Fig. 1: run 1, signal wires on met1
The bar under the picture is 20 um long. Supply wires on this layer in gray.
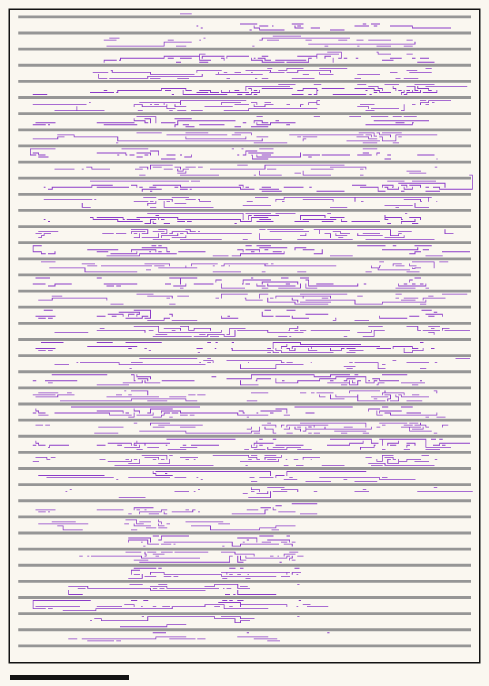
Fig. 2: run 1, metal 2
Cells faint in the background.
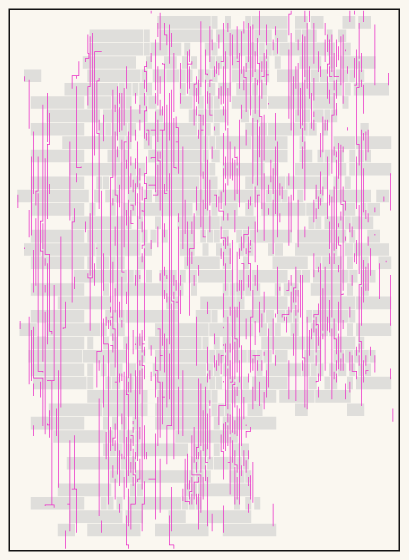
Fig. 3: run 1, signal wires on met3
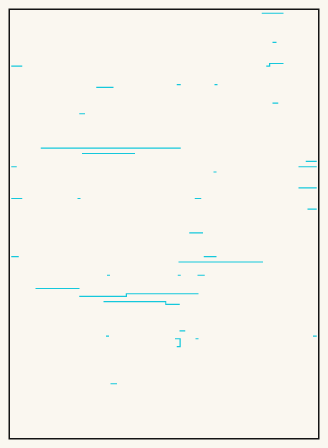
Fig. 4: run 1, the metal 4 layer
The bar under the picture is 20 um long. Supply wires on this layer in gray.
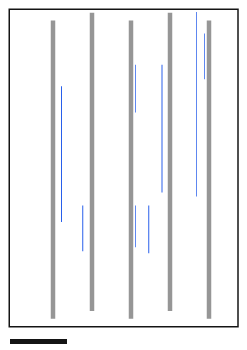
==> src/rtl/dac_sample_tx.sv <==
// Output-side DAC serializer: buffers strobed 8-bit samples in a FIFO and
// sends each one as a 16-bit SYNC/SCLK/DIN frame, MSB first.
module dac_sample_tx #(
    parameter int unsigned DEPTH  = 8,
    parameter int unsigned CLKDIV = 4
) (
    input  logic                       clk,
    input  logic                       reset,
    input  logic [7:0]                 samplein,
    input  logic                       RDYsample,
    output logic                       dac_sync_n,
    output logic                       dac_sclk,
    output logic                       dac_din,
    output logic                       busy,
    output logic [$clog2(DEPTH):0]     fifo_count,
    output logic                       overflow
);

    localparam int unsigned AW = $clog2(DEPTH);
    localparam int unsigned CW = AW + 1;
    localparam int unsigned HW = $clog2(CLKDIV);

    localparam logic [1:0] S_IDLE     = 2'd0;
    localparam logic [1:0] S_SHIFT_HI = 2'd1;
    localparam logic [1:0] S_SHIFT_LO = 2'd2;
    localparam logic [1:0] S_GAP      = 2'd3;

    logic [7:0]    mem [DEPTH];
    logic [AW-1:0] wr_ptr, rd_ptr;
    logic [1:0]    state, state_d;
    logic [HW-1:0] hcnt, hcnt_d;
    logic [3:0]    bcnt, bcnt_d;
    logic [15:0]   shift, shift_d;
    logic          sync_n_d, sclk_d, din_d, busy_d;
    logic          full, pop, wr_ok;

    assign full  = (fifo_count == CW'(DEPTH));
    assign pop   = (state == S_IDLE) && (fifo_count != '0);
    // A write into a full FIFO still fits when the same edge frees a slot.
    assign wr_ok = RDYsample && (!full || pop);

    // Sample storage; no reset needed, occupancy is tracked by the pointers.
    always_ff @(posedge clk) begin
        if (wr_ok) begin
            mem[wr_ptr] <= samplein;
        end
    end

    // FIFO pointers, occupancy and overflow strobe.
    always_ff @(posedge clk) begin
        if (reset) begin
            wr_ptr     <= '0;
            rd_ptr     <= '0;
            fifo_count <= '0;
            overflow   <= 1'b0;
        end else begin
            if (wr_ok) wr_ptr <= wr_ptr + AW'(1);
            if (pop)   rd_ptr <= rd_ptr + AW'(1);
            if (wr_ok && !pop) begin
                fifo_count <= fifo_count + CW'(1);
            end else if (!wr_ok && pop) begin
                fifo_count <= fifo_count - CW'(1);
            end
            overflow <= RDYsample && full && !pop;
        end
    end

    // FSM state, timing counters and registered pins.
    always_ff @(posedge clk) begin
        if (reset) begin
            state      <= S_IDLE;
            hcnt       <= '0;
            bcnt       <= '0;
            shift      <= '0;
            dac_sync_n <= 1'b1;
            dac_sclk   <= 1'b1;
            dac_din    <= 1'b0;
            busy       <= 1'b0;
        end else begin
            state      <= state_d;
            hcnt       <= hcnt_d;
            bcnt       <= bcnt_d;
            shift      <= shift_d;
            dac_sync_n <= sync_n_d;
            dac_sclk   <= sclk_d;
            dac_din    <= din_d;
            busy       <= busy_d;
        end
    end

    // Next state; the half-period counter reloads on every state change.
    always_comb begin
        state_d = state;
        hcnt_d  = hcnt;
        bcnt_d  = bcnt;
        shift_d = shift;
        case (state)
            S_IDLE: begin
                if (pop) begin
                    state_d = S_SHIFT_HI;
                    hcnt_d  = HW'(CLKDIV - 1);
                    bcnt_d  = 4'd15;
                    shift_d = {4'b0000, mem[rd_ptr], 4'b0000};
                end
            end
            S_SHIFT_HI: begin
                if (hcnt == '0) begin
                    state_d = S_SHIFT_LO;
                    hcnt_d  = HW'(CLKDIV - 1);
                end else begin
                    hcnt_d = hcnt - HW'(1);
                end
            end
            S_SHIFT_LO: begin
                if (hcnt == '0) begin
                    hcnt_d = HW'(CLKDIV - 1);
                    if (bcnt == 4'd0) begin
                        state_d = S_GAP;
                    end else begin
                        state_d = S_SHIFT_HI;
                        bcnt_d  = bcnt - 4'd1;
                        shift_d = {shift[14:0], 1'b0};
                    end
                end else begin
                    hcnt_d = hcnt - HW'(1);
                end
            end
            default: begin
                if (hcnt == '0) begin
                    state_d = S_IDLE;
                    hcnt_d  = HW'(CLKDIV - 1);
                end else begin
                    hcnt_d = hcnt - HW'(1);
                end
            end
        endcase
    end

    // Pin values follow the next state so every pin comes straight from a flop.
    always_comb begin
        sync_n_d = 1'b1;
        sclk_d   = 1'b1;
        din_d    = 1'b0;
        busy_d   = (state_d != S_IDLE);
        if (state_d == S_SHIFT_HI || state_d == S_SHIFT_LO) begin
            sync_n_d = 1'b0;
            din_d    = shift_d[15];
        end
        if (state_d == S_SHIFT_LO) begin
            sclk_d = 1'b0;
        end
    end

endmodule

==> config.mk <==
export PLATFORM = sky130hd
export DESIGN_NAME = dac_sample_tx
export DESIGN_NICKNAME = d
export VERILOG_FILES = /design/src/rtl/dac_sample_tx.sv
export SDC_FILE = /design/constraint.sdc
export NUM_CORES = 1
export LEC_CHECK = 0
export ABC_AREA = 1
export CORE_ASPECT_RATIO = 1.4
export CORE_UTILIZATION = 55
export CTS_CLUSTER_DIAMETER = 120
export DETAILED_ROUTE_END_ITERATION = 16
export GPL_ROUTABILITY_DRIVEN = 0
export PLACE_DENSITY = 0.77
export REMOVE_ABC_BUFFERS = 1
export SETUP_SLACK_MARGIN = 0.4
export SKIP_LAST_GASP = 1
export SLEW_MARGIN = 40
export SYNTH_ARGS = -nofsm -noshare
export SYNTH_HDL_FRONTEND = slang
export SYNTH_SLANG_ARGS = --single-unit
export TNS_END_PERCENT = 10
==> constraint.sdc <==
create_clock -name clk -period 3.2 [get_ports clk]
set_clock_uncertainty 0.15 [all_clocks]
set_input_delay 0.8 -clock clk [delete_from_list [all_inputs] [get_ports clk]]
set_output_delay 0.8 -clock clk [all_outputs]
set_load 0.1 [all_outputs]
==> impl_metrics.tcl, run 1 <==
# place-and-route summary
set metrics [dict create \
    die_width_um 79.12 \
    clkPwrFrac_pct 23.5 \
    antenna_cells 0 \
    drive_above_1_share_pct 9.867 \
    cts_sinks 105 \
    final_util_pct 63.30 \
    ant_nets 0 \
    insertion_delay_ns 0.34 \
    fp.coreArea_um2 8100 \
    ctsHoldBuffers 0 \
    wl_met3_um 189 \
    cp.arrival_ns 2.57 \
    grt_antenna_before_repair 0 \
    postCtsSetupRepairBufs 0 \
    dp_cells 613 \
    pwr-share-seq_pct 40.3 \
    crit_buf_inv 3 \
    warnings 26 \
    syn_inst 500 \
    finalHoldViolCount 0 \
    biggestCellCategory "sequential cells" \
    drt-met1-wl_mm 3.542 \
    hold_path.class "flop to flop" \
    floorplan.core_util_pct 56.53 \
    die_area_um2 8700 \
    area_delta_synth_final_pct 11.97 \
    mux_share_pct 0 \
    avgSynthCellArea_um2 9.159 \
    tightest_slew_ns 0.7163 \
    setup-violations-final 0 \
    top_area_share_pct 41.97 \
    pre_cts_slack_ns 0.3358 \
    layout_top_cell "nand2_1" \
    path_class "input pin to flop" \
    grt_usage_pct 21.65 \
    ys_area_um2 4579 \
    swShare_pct 38.71 \
    yosysWarnings 0 \
    dp_hpwl_mm 5.596 \
    p_int_uw 2680 \
    clock_tree.root_cell "clkbuf_16" \
    ios 20 \
    nets 543 \
    combPwrFrac_pct 36.1 \
    dieHeight_um 110.0 \
    logic_gates 289 \
    largest_area_cell "edfxtp_1" \
    p_per_area_nw_per_um2 852.8 \
    tns_ns 0 \
    switching_power_uw 1693 \
    relSlewSlack_pct 52.18 \
    cts_tree "built" \
    topRoutingLayerUsed "met4" \
    route.detailed.drc 0 \
    cp_cell_sequence "clkdlybuf4s50_1 > nand2_2 > inv_2 > ha_1 > inv_1 > ha_1 > a21oi_1 > nand2_1 > nand2_1 > nand2_1 > nand2_1 > a21oi_1" \
    rsz0062_at_grt "no" \
    period_minus_slack_ns 2.517 \
    synthAdderAreaFrac_pct 2.896 \
    syn_area_um2 4579 \
    crit_required_ns 3.25 \
    avgRoutedWirePerCell_um 13.68 \
    seq_area_um2 2743 \
    synth.cellmix.simpleShare_pct 21.48 \
    clock_buffers 13 \
    finalClockPeriodUsage_pct 78.65 \
    postLayoutCellArea_um2 5127 \
    cts_buffers 9 \
    crit_fanout 5 \
    cts_resized 0 \
    power.total_uw 4373 \
    comb_share_pct 27.33 \
    logic_family "simple AND/OR/NAND/NOR gates" \
    seq_area_share_pct 53.49 \
    cp_common_cell "nand2_1" \
    synthAoiAreaFrac_pct 5.464 \
    inverters 87 \
    port_buffers 19 \
    synth_cell_type_count 27 \
    synth_flops 105 \
    slew_violations 0 \
    ys_seq_share_pct 59.89 \
    critPathSlowestCell "clkdlybuf4s50_1" \
    status "finished, final reports clean" \
    wl_met2_mm 4.636 \
    final_cell_mix "nand2_1 (139), inv_1 (81), edfxtp_1 (64)" \
    row_count 39 \
    grt-ovfl-total 0 \
    comb_area_um2 1401 \
    vdd_drop_max_uv 602.6 \
    n_all_buffers 30 \
    dr.pass1.iters 4 \
    slowest_delay_ns 0.49 \
    final_cells 629 \
    fmax_mhz 397.3 \
    hold_slack_ns 0.3050 \
    ys_sh_xor_pct 0.7650 \
    viasPerCell 5.126 \
    grt_max_degree 34 \
    critical_path.endpoint_type "flop" \
    clockBufferDepth 2 \
    grt_pass1_wl_mm 14.00 \
    grt_pass1_vias 3054 \
    worst_slack_ns 0.6830 \
    grt_busiest_layer "met2" \
    yosys_cells 500 \
    first_iter_violations 200 \
    buf_share_pct 4.880 \
    cp_top_family "buffers and inverters" \
    clkTransAtPathRegs_ns 0.07 \
    seq_cell_count 105 \
    tap_cells 102 \
    synth.area.top_cells "edfxtp_1 (42%), dfxtp_1 (18%), nand2_1 (11%)" \
    h-tree-depth 3 \
    fill_cells 659 \
    start_kind "input pin" \
    maxCapViolations 0 \
    clkCellAreaFrac_pct 5.417 \
]
## Picture notes: Fig. 1
- nets with wire on the layer: 507
- share of all routed wire: 41%
- main direction: horizontal
met1 usage: 24.77%
final wirelength: 8.602 mm
total number of vias: 3,224

## Picture notes: Fig. 2
- nets with wire on the layer: 412
- share of all routed wire: 54%
- longest straight run: 56.8 um
- wire length on this layer: 4,640 um
M2 GR Usage: 38.49%

## Picture notes: Fig. 3
- share of all routed wire: 2.2%
- wire length on this layer: 190 um
met3 usage: 2.822%

## Picture notes: Fig. 4
- nets with wire on the layer: 5
- longest straight run: 63.9 um

run 1: path summary, 6_finish.rpt:
check | start | end | slack [ns] | depth (start not counted)
worst max-delay path | RDYsample | fifo_count[3] | 0.68 | 12
worst min-delay path | shift[1] | shift[1] | 0.31 | 2
worst max register to register | state[0] | fifo_count[3] | 0.84 | 14
worst min register to register | shift[1] | shift[1] | 0.31 | 2
run 1: power by group through the flow:
stage | logic [uW] | clock network (uW) | registers, uW
after floorplan | 935 | 0 | 2040
after global placement | 1530 | 0 | 1790
after detailed placement | 1580 | 0 | 1790
after CTS | 1590 | 1040 | 1770
after global routing | 1780 | 1090 | 1790
final | 1580 | 1030 | 1760
run 1: cell usage after synthesis:
| master | count |
|---|---|
| nand3_4 | 1 |
| nor3_1 | 1 |
| nor2_2 | 1 |
| o31ai_1 | 1 |
| clkinv_2 | 1 |
| buf_6 | 2 |
| buf_2 | 8 |
| dfxtp_1 | 41 |
| nand3_1 | 63 |
| fa_1 | 1 |
| buf_4 | 3 |
| nand2_2 | 3 |
| clkbuf_1 | 6 |
| xnor2_1 | 1 |
| o211ai_1 | 2 |
| nor2_1 | 20 |
| edfxtp_1 | 64 |
| o21ai_0 | 11 |
| nor2_4 | 1 |
| inv_2 | 5 |
| a21oi_2 | 6 |
| nand2_1 | 139 |
| a21oi_1 | 24 |
| ha_1 | 9 |
| nand4_1 | 2 |
| xor2_1 | 3 |
| inv_1 | 81 |
run 1: state kept, by name, indices dropped and copies added, names as in the netlist, named ones only:
register	flops
dac_sclk	1
shift	15
bcnt	4
mem	64
state	2
hcnt	2
rd_ptr	3
overflow	1
fifo_count	4
wr_ptr	3
dac_sync_n	1
dac_din	1
busy	1
--- run 2 (diff from run 1) ---
==> constraint.sdc (replaced) <==
create_clock -name clk -period 2.5 [get_ports clk]
set_clock_uncertainty 0.15 [all_clocks]
set_input_delay 0.625 -clock clk [delete_from_list [all_inputs] [get_ports clk]]
set_output_delay 0.625 -clock clk [all_outputs]
set_load 0.1 [all_outputs]
Fig. 5: run 2, signal wires on met3
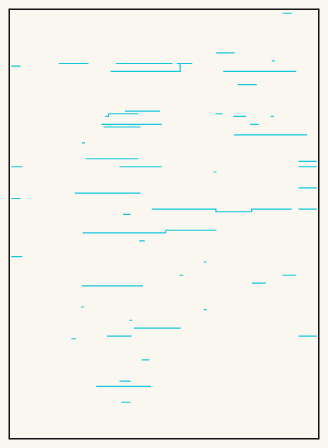
- wire length on this layer: 350 um
- nets with wire on the layer: 32
- share of all routed wire: 3.9%
- main direction: horizontal
- longest straight run: 21.2 um
final wirelength: 8.909 mm
total number of vias: 3,302
met3 usage: 3.402%

==> run 2 against run 1 <==
Effect of this change: final area grew 2.7%; die size is the same; synthesized area is the same; sequential power grew 28%; via count grew 2.4%; count of clock-buffer cells in the layout shrank 4; critical path type is now flop to flop; global-route usage grew 0.48 points; synthesized cell count is the same; routed wire length grew 3.6%; power grew 35%.
==> impl_metrics.tcl, run 2 <==
# place-and-route summary
set metrics [dict create \
    relSlewSlack_pct 74.68 \
    crit_buf_inv 2 \
    reg_top3 "mem x64, shift x15" \
    ys.flop_type "edfxtp_1" \
    tns_ns 0 \
    floorplan.core_util_pct 56.53 \
    port_buffers 19 \
    top_register "mem" \
    synth_cell_type_count 27 \
    avgSynthCellArea_um2 9.159 \
    antenna_cells 0 \
    avgRoutedWirePerCell_um 14.01 \
    status "finished, final reports clean" \
    dp_hpwl_mm 6.084 \
    warnings 26 \
    clkTransAtPathRegs_ns 0.07 \
    cts_tree "built" \
    grt_pass1_wl_mm 14.58 \
    syn_area_um2 4579 \
    postLayoutCellArea_um2 5264 \
    yosysWarnings 0 \
    synth_flops 105 \
    route.detailed.drc 0 \
    die_area_um2 8700 \
    insertion_delay_ns 0.34 \
    edf_count 64 \
    dr.pass1.iters 5 \
    hold_path.class "flop to flop" \
    yosys_cells 500 \
    clock_tree.root_cell "clkbuf_16" \
    ant_nets 0 \
    critPathSlowestCell "dfxtp_1" \
    first_iter_violations 170 \
    power.total_uw 5904 \
    ctsHoldBuffers 0 \
    h-tree-depth 3 \
    fp.coreArea_um2 8100 \
    period_minus_slack_ns 2.055 \
    slew_violations 0 \
    grt_antenna_before_repair 0 \
    area_delta_synth_final_pct 14.95 \
    maxCapViolations 0 \
    ys_area_um2 4579 \
    hold_slack_ns 0.3024 \
    ios 20 \
    cts_buffers 9 \
    cp.arrival_ns 2.14 \
    viasPerCell 5.192 \
    clockBufferDepth 2 \
    final_cell_mix "nand2_1 (138), inv_1 (79), edfxtp_1 (64)" \
    crit_fanout 5 \
    start_kind "flop" \
    cts_sinks 105 \
    row_count 39 \
    tightest_slew_ns 0.3793 \
    fmax_mhz 486.6 \
    nets 550 \
    grt_pass1_vias 3249 \
    path_class "flop to flop" \
    top_area_share_pct 41.97 \
    p_per_area_nw_per_um2 1122 \
    finalHoldViolCount 0 \
    crit_required_ns 2.58 \
    finalClockPeriodUsage_pct 82.20 \
    critical_path.endpoint_type "flop" \
    rsz0062_at_grt "no" \
    vdd_drop_max_uv 666.9 \
    grt_usage_pct 22.14 \
    top_cells_by_count "nand2_1 (139), inv_1 (81), edfxtp_1 (64)" \
    cp_cell_sequence "nand4_1 > nand2_2 > inv_2 > ha_4 > inv_2 > ha_4 > a21oi_2 > nand2_1 > nand2_1 > nand2_1 > nand2_2 > a21oi_2" \
    drive_above_1_share_pct 13.86 \
    cp_top_family "simple AND/OR/NAND/NOR gates" \
]
Fig. 6: run 2, metal 2
Cells faint in the background.
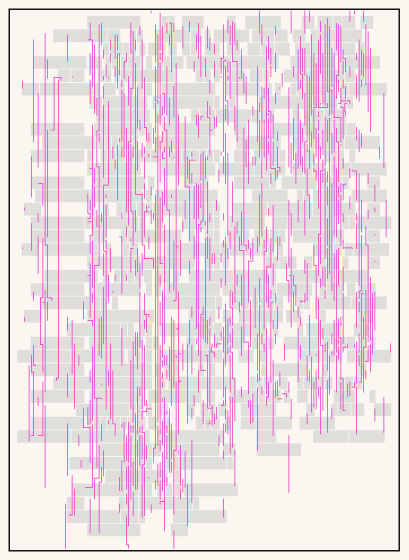
- longest straight run: 62.6 um
- nets with wire on the layer: 435
- main direction: vertical
- wire length on this layer: 4,790 um
M2 GR Usage: 40.15%

[run 2: repair_timing]
action                                  CTS  global route
pin swaps                                 0             5
endpoints found under the setup margin    3             3
buffers inserted                          0             1
resized                                   6            13
endpoints found under the hold margin     0             0
[run 2: final cells by class]
class / count / area [um2]
fillers: 649 / 2836
flip-flops and latches: 105 / 2754
multi-input cells: 289 / 1444
inverters: 87 / 327.8
repair buffers: 37 / 305.3
clock buffers: 9 / 225.2
well taps: 102 / 127.6
clock inverters: 7 / 80.08
[run 2: cells by family (layout without fill, tap and decap cells)]
family                     after synthesis  in the layout  synth area share, %
AOI/OAI and AO/OA                       44             44                5.464
xor gates and xnor gates                 4              4               0.7652
adders and majority gates               10             10                2.896
buffers and inverters                  106            140                9.508
DFF                                    105            105                59.89
and+or+nand+nor                        231            231                21.48
[run 2: worst paths after layout]
check	slack (ns)	cells after the start	end	start
setup / recovery	0.45	12	fifo_count[3]	fifo_count[3]
hold / removal	0.30	2	shift[1]	shift[1]
setup reg to reg	0.45	12	fifo_count[3]	fifo_count[3]
hold reg to reg	0.30	2	shift[1]	shift[1]
[run 2: per-layer routing]
layer | GRT usage, % | up-vias | share of wire [%]
met2 | 40.15 | 79 | 54
met5 | 0 | - | 0
met4 | 13.38 | 0 | 3.2
met1 | 24.11 | 1543 | 39
li1 | - | 1656 | -
met3 | 3.402 | 24 | 3.9
[run 2: stage by stage]
| step | setup slack, ns | cells |
|---|---|---|
| finish | 0.4450 | 636 |
| global route | 0.3073 | 636 |
| CTS | 0.4120 | 635 |
| detailed placement | -0.09310 | 619 |
| global placement | 0.007935 | 619 |
| floorplan | -0.2932 | 481 |
[run 2: where the power goes]
group,total (uW),internal [uW],switching [uW]
logic,2230,716,1510
registers,2260,2100,165
clock network,1420,787,632
total,5900,3600,2310
Power figures rest on the tool's default switching activity, not on a simulated workload.
